--- src/rtl/lcd_hex_driver.sv ---
// HD44780 8-bit write-only driver: power-up init, then shows a latched 32-bit word as hex on line 1, col 0.
// Optional "0x" prefix before the digits when LCD_HEX_PREFIX_EN is defined.
module lcd_hex_driver #(
    parameter int PWRUP_CYC    = 750000,
    parameter int SETUP_CYC    = 4,
    parameter int EN_CYC       = 12,
    parameter int CMD_WAIT_CYC = 2500,
    parameter int CLR_WAIT_CYC = 100000
) (
    input  logic        CLK,
    input  logic        RST,
    input  logic [31:0] Msg,
    input  logic        msg_load,
    output logic        busy,
    output logic [7:0]  LCD_DATA,
    output logic        LCD_RS,
    output logic        LCD_RW,
    output logic        LCD_EN
);

    localparam int MAX_A = (PWRUP_CYC > CLR_WAIT_CYC) ? PWRUP_CYC : CLR_WAIT_CYC;
    localparam int MAX_B = (CMD_WAIT_CYC > EN_CYC) ? CMD_WAIT_CYC : EN_CYC;
    localparam int MAX_C = (MAX_B > SETUP_CYC) ? MAX_B : SETUP_CYC;
    localparam int MAXP  = (MAX_A > MAX_C) ? MAX_A : MAX_C;
    localparam int CNT_W = $clog2(MAXP + 1);

    localparam logic [CNT_W-1:0] PWRUP_LIM = CNT_W'(PWRUP_CYC - 1);
    localparam logic [CNT_W-1:0] SETUP_LIM = CNT_W'(SETUP_CYC - 1);
    localparam logic [CNT_W-1:0] EN_LIM    = CNT_W'(EN_CYC - 1);
    localparam logic [CNT_W-1:0] CMD_LIM   = CNT_W'(CMD_WAIT_CYC - 1);
    localparam logic [CNT_W-1:0] CLR_LIM   = CNT_W'(CLR_WAIT_CYC - 1);

    localparam logic [1:0] S_PWRUP   = 2'd0;
    localparam logic [1:0] S_INIT    = 2'd1;
    localparam logic [1:0] S_REFRESH = 2'd2;
    localparam logic [1:0] S_IDLE    = 2'd3;

    localparam logic [1:0] X_NONE  = 2'd0;
    localparam logic [1:0] X_SETUP = 2'd1;
    localparam logic [1:0] X_PULSE = 2'd2;
    localparam logic [1:0] X_WAIT  = 2'd3;

`ifdef LCD_HEX_PREFIX_EN
    localparam logic [3:0] LAST_STEP = 4'd10;
`else
    localparam logic [3:0] LAST_STEP = 4'd8;
`endif

    // Returns {rs, data} for a given step; REFRESH step 0 is the DDRAM address command.
    function automatic logic [8:0] xfer_byte(input logic [1:0] st, input logic [3:0] step,
                                             input logic [31:0] word);
        logic [2:0] idx;
        logic [3:0] nib;
        idx       = 3'd0;
        nib       = 4'd0;
        xfer_byte = 9'h000;
        if (st == S_INIT) begin
            case (step)
                4'd0:    xfer_byte = {1'b0, 8'h38};
                4'd1:    xfer_byte = {1'b0, 8'h0C};
                4'd2:    xfer_byte = {1'b0, 8'h01};
                default: xfer_byte = {1'b0, 8'h06};
            endcase
        end else if (step == 4'd0) begin
            xfer_byte = {1'b0, 8'h80};
        end else begin
`ifdef LCD_HEX_PREFIX_EN
            if (step == 4'd1) begin
                xfer_byte = {1'b1, 8'h30};
            end else if (step == 4'd2) begin
                xfer_byte = {1'b1, 8'h78};
            end else begin
                idx       = 3'(step - 4'd3);
                nib       = word[5'd28 - {idx, 2'b00} +: 4];
                xfer_byte = {1'b1, (nib < 4'd10) ? (8'h30 + {4'h0, nib}) : (8'h37 + {4'h0, nib})};
            end
`else
            idx       = 3'(step - 4'd1);
            nib       = word[5'd28 - {idx, 2'b00} +: 4];
            xfer_byte = {1'b1, (nib < 4'd10) ? (8'h30 + {4'h0, nib}) : (8'h37 + {4'h0, nib})};
`endif
        end
    endfunction

    logic [1:0]       state_q, state_d;
    logic [1:0]       xfer_q, xfer_d;
    logic [3:0]       step_q, step_d;
    logic [CNT_W-1:0] cnt_q, cnt_d;
    logic [31:0]      snapshot_q, snapshot_d;
    logic [31:0]      work_q, work_d;
    logic             pending_q, pending_d;
    logic [7:0]       data_q, data_d;
    logic             rs_q, rs_d;
    logic             en_q, en_d;
    logic             start;
    logic [CNT_W-1:0] wait_lim;

    always_comb begin
        state_d    = state_q;
        xfer_d     = xfer_q;
        step_d     = step_q;
        cnt_d      = cnt_q;
        snapshot_d = snapshot_q;
        work_d     = work_q;
        pending_d  = pending_q;
        data_d     = data_q;
        rs_d       = rs_q;
        en_d       = en_q;
        start      = 1'b0;
        wait_lim   = (!rs_q && data_q == 8'h01) ? CLR_LIM : CMD_LIM;

        if (msg_load) begin
            snapshot_d = Msg;
            pending_d  = 1'b1;
        end

        case (state_q)
            S_PWRUP: begin
                if (cnt_q == PWRUP_LIM) begin
                    state_d = S_INIT;
                    step_d  = 4'd0;
                    start   = 1'b1;
                end else begin
                    cnt_d = cnt_q + 1'b1;
                end
            end
            S_IDLE: begin
                if (pending_q || msg_load) begin
                    state_d = S_REFRESH;
                    step_d  = 4'd0;
                    start   = 1'b1;
                end
            end
            default: begin
                case (xfer_q)
                    X_SETUP: begin
                        if (cnt_q == SETUP_LIM) begin
                            xfer_d = X_PULSE;
                            cnt_d  = '0;
                            en_d   = 1'b1;
                        end else begin
                            cnt_d = cnt_q + 1'b1;
                        end
                    end
                    X_PULSE: begin
                        if (cnt_q == EN_LIM) begin
                            xfer_d = X_WAIT;
                            cnt_d  = '0;
                            en_d   = 1'b0;
                        end else begin
                            cnt_d = cnt_q + 1'b1;
                        end
                    end
                    X_WAIT: begin
                        if (cnt_q != wait_lim) begin
                            cnt_d = cnt_q + 1'b1;
                        end else if (state_q == S_INIT && step_q == 4'd3) begin
                            state_d = S_REFRESH;
                            step_d  = 4'd0;
                            start   = 1'b1;
                        end else if (state_q == S_REFRESH && step_q == LAST_STEP) begin
                            state_d = S_IDLE;
                            xfer_d  = X_NONE;
                            cnt_d   = '0;
                        end else begin
                            step_d = step_q + 4'd1;
                            start  = 1'b1;
                        end
                    end
                    default: xfer_d = X_NONE;
                endcase
            end
        endcase

        // A load in the entry cycle is shown by this refresh, so it leaves nothing pending.
        if (start && state_d == S_REFRESH && step_d == 4'd0) begin
            work_d    = msg_load ? Msg : snapshot_q;
            pending_d = 1'b0;
        end

        if (start) begin
            xfer_d         = X_SETUP;
            cnt_d          = '0;
            {rs_d, data_d} = xfer_byte(state_d, step_d, work_d);
        end
    end

    always_ff @(posedge CLK or posedge RST) begin
        if (RST) begin
            state_q    <= S_PWRUP;
            xfer_q     <= X_NONE;
            step_q     <= 4'd0;
            cnt_q      <= '0;
            snapshot_q <= 32'h0;
            work_q     <= 32'h0;
            pending_q  <= 1'b0;
            data_q     <= 8'h00;
            rs_q       <= 1'b0;
            en_q       <= 1'b0;
        end else begin
            state_q    <= state_d;
            xfer_q     <= xfer_d;
            step_q     <= step_d;
            cnt_q      <= cnt_d;
            snapshot_q <= snapshot_d;
            work_q     <= work_d;
            pending_q  <= pending_d;
            data_q     <= data_d;
            rs_q       <= rs_d;
            en_q       <= en_d;
        end
    end

    assign busy     = (state_q != S_IDLE);
    assign LCD_DATA = data_q;
    assign LCD_RS   = rs_q;
    assign LCD_RW   = 1'b0;
    assign LCD_EN   = en_q;

endmodule

--- config.mk ---
export PLATFORM = sky130hd
export DESIGN_NAME = lcd_hex_driver
export DESIGN_NICKNAME = d
export VERILOG_FILES = /design/src/rtl/lcd_hex_driver.sv
export SDC_FILE = /design/constraint.sdc
export NUM_CORES = 1
export LEC_CHECK = 0
export CAP_MARGIN = 20
export CELL_PAD_IN_SITES_DETAIL_PLACEMENT = 2
export CELL_PAD_IN_SITES_GLOBAL_PLACEMENT = 2
export CORE_UTILIZATION = 37
export DETAILED_ROUTE_END_ITERATION = 12
export PLACE_DENSITY_LB_ADDON = 0.1
export SKIP_CTS_REPAIR_TIMING = 1
export SLEW_MARGIN = 20
export SYNTH_ARGS = -nofsm -noshare
export SYNTH_HDL_FRONTEND = slang
export SYNTH_SLANG_ARGS = --single-unit
--- constraint.sdc ---
create_clock -name CLK -period 6.5 [get_ports CLK]
set_clock_uncertainty 0.05 [all_clocks]
set_input_delay 0.975 -clock CLK [delete_from_list [all_inputs] [get_ports CLK]]
set_output_delay 0.975 -clock CLK [all_outputs]
set_load 0.01 [all_outputs]
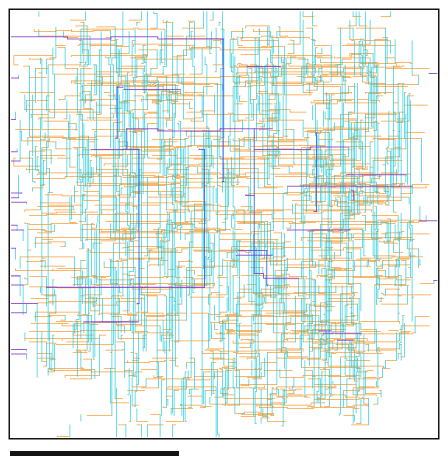
Fig. 1. Wiring by layer.
Scale bar: 50 um.
orange -> met1  # wire length 7790 um
purple -> met3  # wire length 435 um
cyan -> met2  # wire length 8870 um
blue -> met4  # wire length 226 um

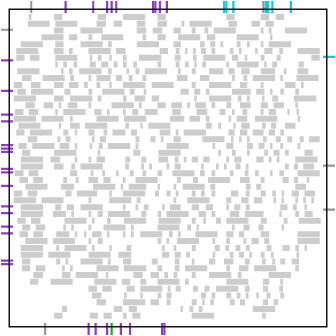
Fig. 2. Ports around the boundary.
Pins as bars across the die edge, other pins in grey.
purple -> Msg  # pins 32, direction input, edge 16 left, 9 top, 7 bottom
cyan -> LCD_DATA  # pins 8, direction output, edge 7 top, 1 right
green -> msg_load  # pins 1, direction input, edge bottom
all pins by edge = 18 top, 17 left, 9 bottom, 3 right

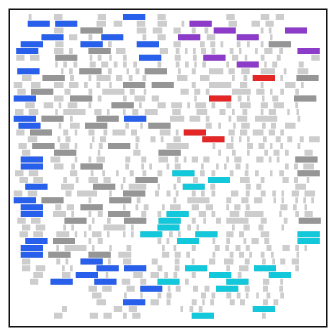
Fig. 3. Sequential cells grouped by signal name.
Other sequential cells in the stronger grey, the rest of the logic in the fainter grey.
red -> step_q  # placed flops 4
purple -> LCD_DATA  # placed flops 8
blue -> snapshot_q  # placed flops 32
cyan -> cnt_q  # placed flops 20
not coloured = 39
power in sequential cells: 665 uW
flop share of the area: 0.390
area of all sequential standard cells: 0.00258 mm^2
fraction of the core area covered by cells at the end of the flow: 0.437

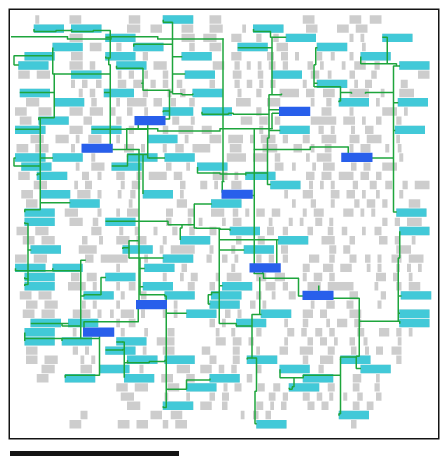
Fig. 4. Routed clock nets over the placement.
Scale bar: 50 um.
blue -> cells driving clock nets  # count 9
green -> clock wires  # length 1540 um
cyan -> flip-flops  # count 103
flops lie = widely spread
routed clock nets = 10

==> impl_metrics.csv <==
group,metric,value,unit
outcome,run_status,"finished clean",
critical_path,crit_path_cell_trace,"or4_4 -> nor3_1 -> nand3_1 -> a21oi_1 -> nor2_1 -> o21ai_0 -> o21a_1 -> ha_1 -> nand4_2 -> nor2_4 -> mux2_2 -> nand2_1 -> a41o_1 -> or3_4 -> ha_1 -> and4b_1 -> a21oi_1 -> a31oi_1",
logic_synthesis,flop_cell,"sky130_fd_sc_hd__dfrtp_1",
floorplan,row_count,45,
logic_synthesis,ys_seq_elements,103,
floorplan,i_o_pin_count,47,
global_route,overflow,0,
route,drt-wirelength-per-cell,20.9,um
clock_tree,level_count_of_the_clock_h_tree,3,
cells_and_area,layoutNonFillerInstCount,828,
hold_path,worst_min_path_class,"flop to flop",
critical_path,end_kind,"flop",
route,vias_per_cell,5.65,
power,power_leakage,2.83,nW
logic_synthesis,area_share_top_type,0.449,
logic_synthesis,syn-cell-area,0.00574,mm^2
clock_tree,clock-sinks,103,
critical_path,path_buffers,0,
route,antenna_left,0,
global_route,antenna_violations_before_repair,0,
critical_path,critPathMaxFanout,22,
clock_tree,late_pin_clk_latency,0.37,ns
placement,globalplace.congestion,0.814,
clock_tree,clk_transition_reported_paths,0.08,ns
final_timing,finalClockPeriodUsage,0.879,
clock_tree,cts_buffer_depth,2,
power,pwr_per_cell_area,197,mW/mm^2
power,total_power,1.30,mW
critical_path,slowest_stage,"sky130_fd_sc_hd__nor2_4",
cells_and_area,fill_cells,1619,
placement,dpl.hpwl,12.5,mm
floorplan,die_area,0.0160,mm^2
final_timing,rsz_0062_raised_after_global_routing,"no",
logic_synthesis,synth_chip_area,0.00574,mm^2
logic_synthesis,synth-seq-area-share,0.449,
logic_synthesis,yosysCellCount,602,
critical_path,cp-start-kind,"flop",
clock_tree,clock_tree_from_tritoncts,"built",
route,route.detailed.drc,0,
global_route,first_pass_grt_wire_length,28.7,mm
logic_synthesis,count_of_library_flops_with_an_enable_pin,0,
global_route,grt_pass1_vias,5226,
logic_synthesis,ys.warnings.count,0,
route,route.final.wire_length,17.3,mm
logic_synthesis,syn_area_per_cell,9.54,um^2
floorplan,floorplan_core_area,0.0151,mm^2
critical_path,cpLargestDelayFamily,"simple AND/OR/NAND/NOR gates",
floorplan,die_y,127,um
cells_and_area,syn_to_final_growth,15.2,%
route,initialDrtViolationCount,218,
final_timing,final.setup.tns,0,ns
cells_and_area,post-route-cell-area,0.00662,mm^2
final_timing,worst-slew-pin-transition,1.08,ns
placement,placed_area,0.00631,mm^2
logic_synthesis,synthCells,602,
## logic make-up (layout without fill, tap and decap cells)
kind of cell	count (synthesis)	count (layout)	share of synthesized area
AOI/OAI and AO/OA	131	131	0.148
xor gates and xnor gates	9	9	0.0150
adders and majority gates	16	16	0.0349
buffers and inverters	55	93	0.0447
DFF	103	103	0.449
muxes	48	48	0.0972
other	1	1	0.000653
and+or+nand+nor	239	239	0.210
## cell type report
class | instances | area (um^2) | area share
Clock inverter | 7 | 77.6 | 0.0117
Tap cell | 188 | 235 | 0.0356
Clock buffer | 9 | 225 | 0.0340
Timing Repair Buffer | 51 | 490 | 0.0741
Multi-Input combinational cell | 444 | 2910 | 0.440
Sequential cell | 103 | 2580 | 0.390
Inverter | 26 | 100 | 0.0151
## cells in the mapped netlist, types with 7 or more instances
cell                       instances
sky130_fd_sc_hd__ha_1             16
sky130_fd_sc_hd__nand2_1          56
sky130_fd_sc_hd__mux2i_1           7
sky130_fd_sc_hd__nand2b_1         11
sky130_fd_sc_hd__o31ai_1          11
sky130_fd_sc_hd__nor3_1           10
sky130_fd_sc_hd__dfrtp_1         103
sky130_fd_sc_hd__nor2_1           75
sky130_fd_sc_hd__mux2_2           30
sky130_fd_sc_hd__xnor2_1           7
sky130_fd_sc_hd__and3_1           16
sky130_fd_sc_hd__o21ai_0          45
sky130_fd_sc_hd__inv_1            25
sky130_fd_sc_hd__nand3_1          27
sky130_fd_sc_hd__clkbuf_1         14
sky130_fd_sc_hd__a21oi_1          33
## through the flow
step	hold slack, ns	worst slack, ns
3_5_place_dp	0.427	0.810
5_1_grt	0.465	0.363
2_1_floorplan	0.388	1.90
6_report	0.441	0.789
3_3_place_gp	0.409	1.10
4_1_cts	0.447	0.777
## sequential cells by signal, indices dropped and copies added, names as in the netlist
| register | cells |
|---|---|
| snapshot_q | 32 |
| cnt_q | 20 |
| work_q | 32 |
| LCD_DATA | 8 |
| xfer_q | 2 |
| step_q | 4 |
| state_q | 2 |
| LCD_RS | 1 |
| LCD_EN | 1 |
| pending_q | 1 |
## worst paths after layout
kind,slack (ns),cells after the start,from,end
worst max-delay path,0.79,18,cnt_q[4],LCD_DATA[2]
worst min-delay path,0.44,1,work_q[0],work_q[0]
worst max register to register,0.79,18,cnt_q[4],LCD_DATA[2]
worst min register to register,0.44,1,work_q[0],work_q[0]
max in group asynchronous,4.14,3,RST,work_q[5]
min in group asynchronous,0.95,2,RST,cnt_q[15]
## power breakdown
| group | internal [mW] | leakage, nW | switching [mW] |
|---|---|---|---|
| Clock | 0.273 | 0.144 | 0.288 |
| Combinational | 0.0367 | 1.39 | 0.0385 |
| Sequential | 0.660 | 1.30 | 0.00514 |
| Total | 0.970 | 2.83 | 0.331 |
## metal layers
layer | track usage | share of wire | vias to the layer above
li1 | - | - | 2185
met1 | 0.296 | 0.45 | 2416
met2 | 0.405 | 0.51 | 58
met3 | 0.0367 | 0.025 | 18
met4 | 0.0602 | 0.013 | 0
met5 | 0 | 0 | -
Power and IR drop assume default switching activity.
